**config.mk**
```make
export PLATFORM = sky130hd
export DESIGN_NAME = cf_pio_sequencer
export DESIGN_NICKNAME = d
export VERILOG_FILES = /design/src/rtl/cf_pio_sequencer.sv
export SDC_FILE = /design/constraint.sdc
export NUM_CORES = 1
export LEC_CHECK = 0
export CORE_UTILIZATION = 49
export DETAILED_ROUTE_END_ITERATION = 10
export MAX_ROUTING_LAYER = met4
export PLACE_DENSITY = 0.85
export SLEW_MARGIN = 15
export SYNTH_ARGS = -nofsm -noshare
export SYNTH_HDL_FRONTEND = slang
export SYNTH_SLANG_ARGS = --single-unit
```
**constraint.sdc**
```tcl
create_clock -name clk -period 4.11 [get_ports clk]
set_input_delay 0.6165 -clock clk [delete_from_list [all_inputs] [get_ports clk]]
set_output_delay 0.6165 -clock clk [all_outputs]
set_load 0.03 [all_outputs]
```
**src/rtl/cf_pio_sequencer.sv**
```systemverilog
// Timed ATA PIO sequencer: turns single-word Avalon-MM transfers into task-file
// cycles with programmable setup/pulse/hold/recovery and IORDY stretching.
module cf_pio_sequencer #(
   parameter int T_SETUP       = 4,
   parameter int T_PULSE       = 9,
   parameter int T_HOLD        = 2,
   parameter int T_RECOVER     = 7,
   parameter int IORDY_TIMEOUT = 1023
) (
   input  logic        clk,
   input  logic        reset_n,
   input  logic        present,
   input  logic [3:0]  av_address,
   input  logic        av_chipselect_n,
   input  logic        av_read_n,
   input  logic        av_write_n,
   input  logic [15:0] av_writedata,
   output logic [15:0] av_readdata,
   output logic        av_waitrequest,
   output logic        timeout,
   output logic [2:0]  addr,
   output logic [1:0]  cs_n,
   output logic        iord_n,
   output logic        iowr_n,
   output logic [15:0] data_out,
   output logic        data_oe,
   input  logic [15:0] data_in,
   input  logic        iordy,
   output logic [2:0]  dbg_state
);

   typedef enum logic [2:0] {
      S_IDLE, S_SETUP, S_PULSE, S_WAIT_RDY, S_HOLD, S_RECOVER
   } state_t;

   state_t      state_q, state_d;
   logic [3:0]  phase_q;
   logic [9:0]  rdy_cnt_q;
   logic [3:0]  lat_addr_q;
   logic        lat_write_q;
   logic [15:0] lat_data_q;

   logic req, phase_last, rdy_last, strobe_on, bus_on, abort;
   logic rd_done, to_hit;

   // Avalon handshake: the master holds its controls until it sees
   // av_waitrequest low; that cycle completes the transfer and av_readdata is
   // valid in it. The no-card abort completes at once and its 16'hFFFF lands
   // in av_readdata on the following cycle.
   assign req        = ~av_chipselect_n & (~av_read_n | ~av_write_n);
   assign phase_last = (phase_q == 4'd0);
   assign rdy_last   = (rdy_cnt_q == 10'(IORDY_TIMEOUT - 1));
   assign strobe_on  = (state_q == S_PULSE) || (state_q == S_WAIT_RDY);
   assign bus_on     = strobe_on || (state_q == S_SETUP) || (state_q == S_HOLD);
   assign abort      = ~present & (strobe_on || (state_q == S_SETUP));
   assign rd_done    = ((state_q == S_PULSE) & phase_last & iordy) |
                       ((state_q == S_WAIT_RDY) & iordy);
   assign to_hit     = (state_q == S_WAIT_RDY) & ~iordy & rdy_last;

   function automatic logic [3:0] phase_len(input state_t s);
      case (s)
         S_SETUP:   phase_len = 4'(T_SETUP - 1);
         S_PULSE:   phase_len = 4'(T_PULSE - 1);
         S_HOLD:    phase_len = 4'(T_HOLD - 1);
         S_RECOVER: phase_len = 4'(T_RECOVER - 1);
         default:   phase_len = 4'd0;
      endcase
   endfunction

   always_ff @(posedge clk or negedge reset_n) begin
      if (!reset_n) state_q <= S_IDLE;
      else          state_q <= state_d;
   end

   always_comb begin
      state_d = state_q;
      case (state_q)
         S_IDLE:     if (req & present) state_d = S_SETUP;
         S_SETUP:    if (!present) state_d = S_HOLD;
                     else if (phase_last) state_d = S_PULSE;
         S_PULSE:    if (!present) state_d = S_HOLD;
                     else if (phase_last) state_d = iordy ? S_HOLD : S_WAIT_RDY;
         S_WAIT_RDY: if (!present || iordy || rdy_last) state_d = S_HOLD;
         S_HOLD:     if (phase_last) state_d = S_RECOVER;
         S_RECOVER:  if (phase_last) state_d = S_IDLE;
         default:    state_d = S_IDLE;
      endcase
   end

   always_ff @(posedge clk or negedge reset_n) begin
      if (!reset_n) begin
         phase_q     <= 4'd0;
         rdy_cnt_q   <= 10'd0;
         lat_addr_q  <= 4'd0;
         lat_write_q <= 1'b0;
         lat_data_q  <= 16'd0;
         av_readdata <= 16'd0;
         timeout     <= 1'b0;
      end else begin
         if (state_d != state_q)  phase_q <= phase_len(state_d);
         else if (!phase_last)    phase_q <= phase_q - 4'd1;

         if (state_q == S_WAIT_RDY) rdy_cnt_q <= rdy_cnt_q + 10'd1;
         else                       rdy_cnt_q <= 10'd0;

         if (state_q == S_IDLE) begin
            if (req & present) begin
               lat_addr_q  <= av_address;
               lat_write_q <= ~av_write_n;
               lat_data_q  <= av_writedata;
               timeout     <= 1'b0;
            end else if (req) begin
               av_readdata <= 16'hFFFF;
            end
         end else if (abort) begin
            av_readdata <= 16'hFFFF;
         end else if (to_hit) begin
            timeout <= 1'b1;
            if (!lat_write_q) av_readdata <= 16'hFFFF;
         end else if (rd_done & ~lat_write_q) begin
            av_readdata <= data_in;
         end
      end
   end

   // CS and addr settle a full SETUP phase before, and stay a HOLD phase
   // after, any strobe edge.
   always_comb begin
      cs_n    = 2'b11;
      iord_n  = 1'b1;
      iowr_n  = 1'b1;
      data_oe = 1'b0;
      if (bus_on) begin
         cs_n    = {~lat_addr_q[3], lat_addr_q[3]};
         data_oe = lat_write_q;
      end
      if (strobe_on) begin
         iord_n = lat_write_q;
         iowr_n = ~lat_write_q;
      end
      av_waitrequest = req & ~((state_q == S_HOLD) & phase_last)
                           & ~((state_q == S_IDLE) & ~present);
   end

   assign addr      = lat_addr_q[2:0];
   assign data_out  = lat_data_q;
   assign dbg_state = state_q;

endmodule

```
==> impl_metrics.toml, run 1 <==
# physical design summary
[clocking]
cts_max_path_buffers = 2
h_tree_levels = 2
clock_sinks = 55
worst_skew_late_latency_ns = 0.31
clkSlewWorstSetupHoldPaths_ns = 0.09
postCtsSetupBuffers = 0

[placed_design]
pre_cts_ws_ns = 1.135
dp_area_um2 = 3470
placedCellCount = 359

[timing]
setup_slack_ns = 0.9393
min_period_over_period_pct = 77.15
finalCriticalPeriod_ns = 3.171
maxSlewHeadroom_pct = 30.96
tns_ns = 0
max_slew.worst_pin.slew_ns = 1.033
final_max_slew_viol_count = 0
final_number_of_hold_violating_endpoints = 0

[logic_synthesis]
compound_area_share_pct = 13.36
fa_ha_area_share_pct = 1.442
ys_async_sr_fraction_pct = 100.0
yosys.stat.seqShare_pct = 52.86
post_synth_xor_area_fraction_pct = 3.364
synth_cell_types = 53
enable_flop_cells = 0
syn_area_per_cell_um2 = 12.22
yosys_warnings = 0
top_area_contributor_share_pct = 52.86
yosys_cells = 213
topCombFamilyByArea = "simple AND/OR/NAND/NOR gates"
ys.flop_type = "sky130_fd_sc_hd__dfrtp_1"
synth.most_common_cell = "sky130_fd_sc_hd__dfrtp_1"

[hold_path]
timing.hold.worst.class = "in2async"

[cells_and_area]
regArea_um2 = 1376
layout.buffer.nonclock.area_share_pct = 24.42
clock_area_share_pct = 2.974
num_antenna_cells = 0
layout-drive-gt1-share_pct = 16.22
lay_top_cells = "sky130_fd_sc_hd__clkdlybuf4s50_1, sky130_fd_sc_hd__dfrtp_1, sky130_fd_sc_hd__mux2_2, sky130_fd_sc_hd__o22a_1, sky130_fd_sc_hd__nor2_1"
area_dominant_class = "flip-flops and latches"
clock_buffer_count = 5
design.seq.count = 55

[power_and_ir_drop]
top_power_group = "combinational cells"
power-per-cell-area_nw_per_um2 = 623.8
clock_power_share_pct = 15.7
power.leakage_uw = 0.001442
combPwrFrac_pct = 48.9
p_seq_uw = 790
power_combinational_uw = 1090
finalPower_uw = 2231
share_seq_of_total_power_pct = 35.4

[global_routing]
grt_pass1_vias = 1859
antenna_found_initial = 0
grt-busiest-layer = "met2"
grt_pass1_wl_um = 8659
grt_util_met1_pct = 25.07
grtUsageTotal_pct = 21.00
grt-ovfl-total = 0
grt_max_degree = 56
gr-usage-met2_pct = 35.44

[detailed_routing]
dr.pass1.iters = 4
routed-wl-met3_um = 446
drt_iter0_drc = 84

[critical_path]
cp_top_family = "buffers and inverters"
worst-path-max-fanout = 14
critical_path.slowest_cell = "sky130_fd_sc_hd__clkdlybuf4s50_1"
critPathCapture = "av_waitrequest"
regToRegStartpoint = "phase_q[0]"
cell_chain_critical_path = "inv_1 -> ha_1 -> nor3b_4 -> a21oi_1 -> o31a_1 -> clkdlybuf4s50_1"
critical_path_required_ns = 3.49
worstSetupPathDepth = 6
worst-r2r-setup-slack_ns = 1.72
cp_data_arrival_time_ns = 2.55

[flow_run]
openroad.warnings = 27

[die]
floorplan.core_util_pct = 50.98
die_w_um = 74.90
die_h_um = 74.90

[status]
outcome = "finished, final reports clean"
Run 1, signal wires on met2:
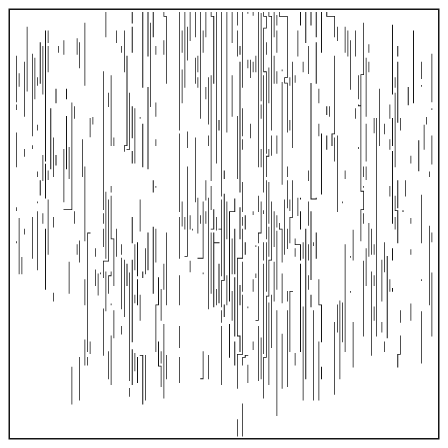
- wire length on this layer: 2770 um
- main direction: vertical

Run 1, cell sizes after repair:
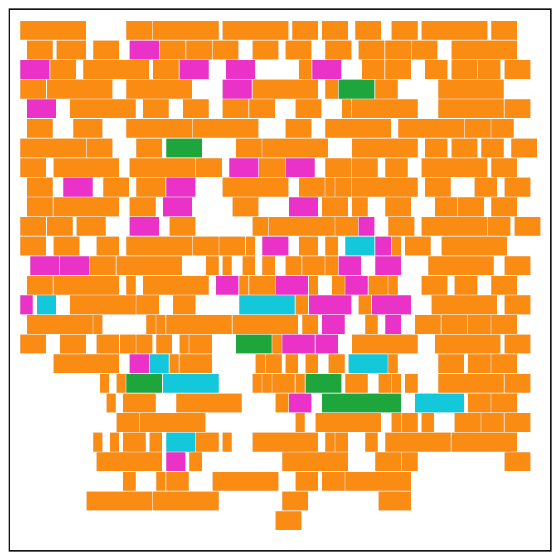
- orange: x1 and smaller (cells 248; share 84%)
- magenta: x2 (cells 34; share 11%)
- green: x6 and larger (cells 6; share 2.0%)
- cyan: x3 and x4 (cells 8; share 2.7%)

Run 1, selected gate families:
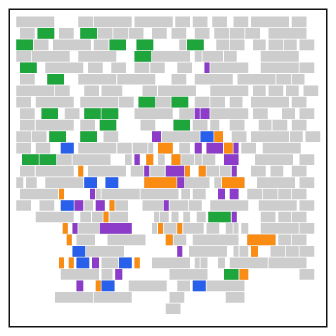
- green: mux cells (cells 22)
- orange: nor cells (cells 25)
- purple: nand cells (cells 26)
- blue: xor and xnor cells (cells 10)
non-filler instance count after layout: 366
most numerous logic cell after layout: sky130_fd_sc_hd__clkdlybuf4s50_1
logic share of the area: 30.93%

Run 1, placed cells, one color a class:
The bar under the picture is 20 um long. Fill, decap, tap and diode cells in gray.
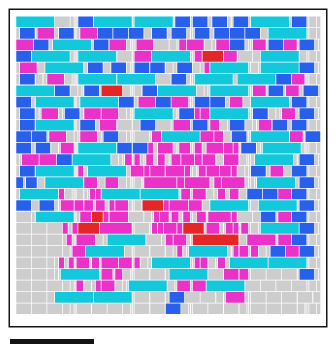
- cyan: registers (cells 55; share of their area 39%)
- blue: remaining buffers and delay cells (cells 88; share of their area 25%)
- magenta: remaining logic cells (cells 146; share of their area 32%)
- red: clock drivers and dummy loads (cells 7; share of their area 3.0%)
Seq/total area: 38.49%
core footprint: 5107 um^2
Cell Rows: 26
final design instance area without fill: 3576 um^2
Util after Layout: 70.01%

==> inputs of run 2 (changes only) <==
CORE_UTILIZATION = 41   (was 49)
PLACE_DENSITY = 0.76   (was 0.85)
clock period = 2.8 ns   (was 4.11 ns; I/O delays follow)
Run 2, selected gate families:
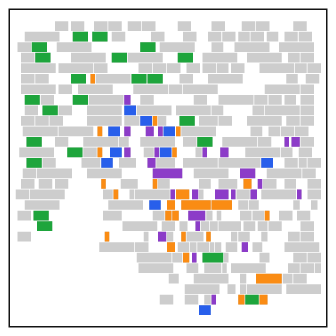
- purple: nand cells (cells 26)
- green: mux cells (cells 22)
- orange: nor cells (cells 25)
- blue: xor and xnor cells (cells 10; where middle)

Run 2, placed cells, one color a class:
The bar under the picture is 20 um long. Fill, decap, tap and diode cells in gray.
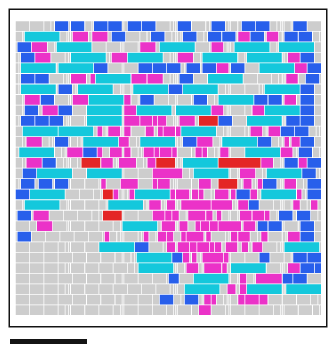
- red: clock drivers and dummy loads (cells 7; share of their area 3.0%)
- cyan: registers (cells 55; share of their area 39%)
- magenta: remaining logic cells (cells 146; share of their area 32%)
- blue: remaining buffers and delay cells (cells 94; share of their area 26%)
Seq/total area: 37.92%
Cell Rows: 28
core footprint: 6026 um^2
final design instance area without fill: 3630 um^2
Util after Layout: 60.24%

==> impl_metrics.toml, run 2 <==
# physical design summary
[status]
outcome = "finished, final reports clean"

[cells_and_area]
clock_buffer_count = 5
num_antenna_cells = 0
mostFrequentLayoutCell = "sky130_fd_sc_hd__clkdlybuf4s50_1"
final_cell_count_no_fill = 377
layout-drive-gt1-share_pct = 17.55
lay_top_cells = "sky130_fd_sc_hd__clkdlybuf4s50_1, sky130_fd_sc_hd__dfrtp_1, sky130_fd_sc_hd__mux2_2, sky130_fd_sc_hd__o22a_1, sky130_fd_sc_hd__nor2_1"
area_dominant_class = "flip-flops and latches"
regArea_um2 = 1376
design.seq.count = 55
layout.buffer.nonclock.area_share_pct = 25.37
clock_area_share_pct = 2.930
combAreaFraction_pct = 30.47

[die]
die_h_um = 81.69
die_w_um = 81.69
ios = 88
floorplan.core_util_pct = 43.21

[clocking]
clkSlewWorstSetupHoldPaths_ns = 0.09
cts_max_path_buffers = 2
worst_skew_late_latency_ns = 0.30
clock_sinks = 55
postCtsSetupBuffers = 0
h_tree_levels = 2

[logic_synthesis]
yosys_cells = 213
compound_area_share_pct = 13.36
topCombFamilyByArea = "simple AND/OR/NAND/NOR gates"
ys_async_sr_fraction_pct = 100.0
syn_area_per_cell_um2 = 12.22
ys.flop_type = "sky130_fd_sc_hd__dfrtp_1"
synth_cell_types = 53
enable_flop_cells = 0
top_area_contributor_share_pct = 52.86
yosys.stat.seqShare_pct = 52.86
fa_ha_area_share_pct = 1.442
yosys_warnings = 0
post_synth_xor_area_fraction_pct = 3.364
synth.most_common_cell = "sky130_fd_sc_hd__dfrtp_1"

[global_routing]
grt_pass1_wl_um = 8921
grt-busiest-layer = "met2"
grt-ovfl-total = 0
grt_util_met1_pct = 21.00
grt_max_degree = 46
grtUsageTotal_pct = 17.94
antenna_found_initial = 0
grt_pass1_vias = 2026

[power_and_ir_drop]
p_seq_uw = 1140
clock_power_share_pct = 15.4
power-per-cell-area_nw_per_um2 = 906.6
total_switching_power_uw = 1280
top_power_group = "combinational cells"
finalPower_uw = 3291
power.leakage_uw = 0.001471
p_int_uw = 2011
combPwrFrac_pct = 50.0
power_combinational_uw = 1650
share_seq_of_total_power_pct = 34.6

[timing]
maxSlewHeadroom_pct = 62.74
worst_hold_slack_ns = 0.4971
final_number_of_hold_violating_endpoints = 0
clock.fmax_mhz = 389.0
tns_ns = 0
final_max_slew_viol_count = 0
finalCriticalPeriod_ns = 2.571
setup_slack_ns = 0.2290
min_period_over_period_pct = 91.82
max_slew.worst_pin.slew_ns = 0.5588

[detailed_routing]
drt_iter0_drc = 124
dr.pass1.iters = 4
maxUsedRoutingLayer = "met4"
routed-wl-met3_um = 388

[critical_path]
regToRegStartpoint = "phase_q[0]"
worst-r2r-setup-slack_ns = 0.64
critPathCapture = "av_waitrequest"
worstSetupPathDepth = 6
worst-path-max-fanout = 3
cp_data_arrival_time_ns = 2.15
crit-reg2reg-capture = "phase_q[1]"
cell_chain_critical_path = "inv_1 -> ha_1 -> nor3b_4 -> a21oi_1 -> o31a_1 -> clkdlybuf4s50_1"
cp_top_family = "buffers and inverters"
critical_path.slowest_cell = "sky130_fd_sc_hd__clkdlybuf4s50_1"
critical_path_required_ns = 2.38

[placed_design]
pre_cts_ws_ns = 0.3365
dp_area_um2 = 3513
placedCellCount = 369

[flow_run]
openroad.warnings = 27

[hold_path]
timing.hold.worst.class = "in2async"
No activity file was given, so power comes from the tool's default toggle rates.
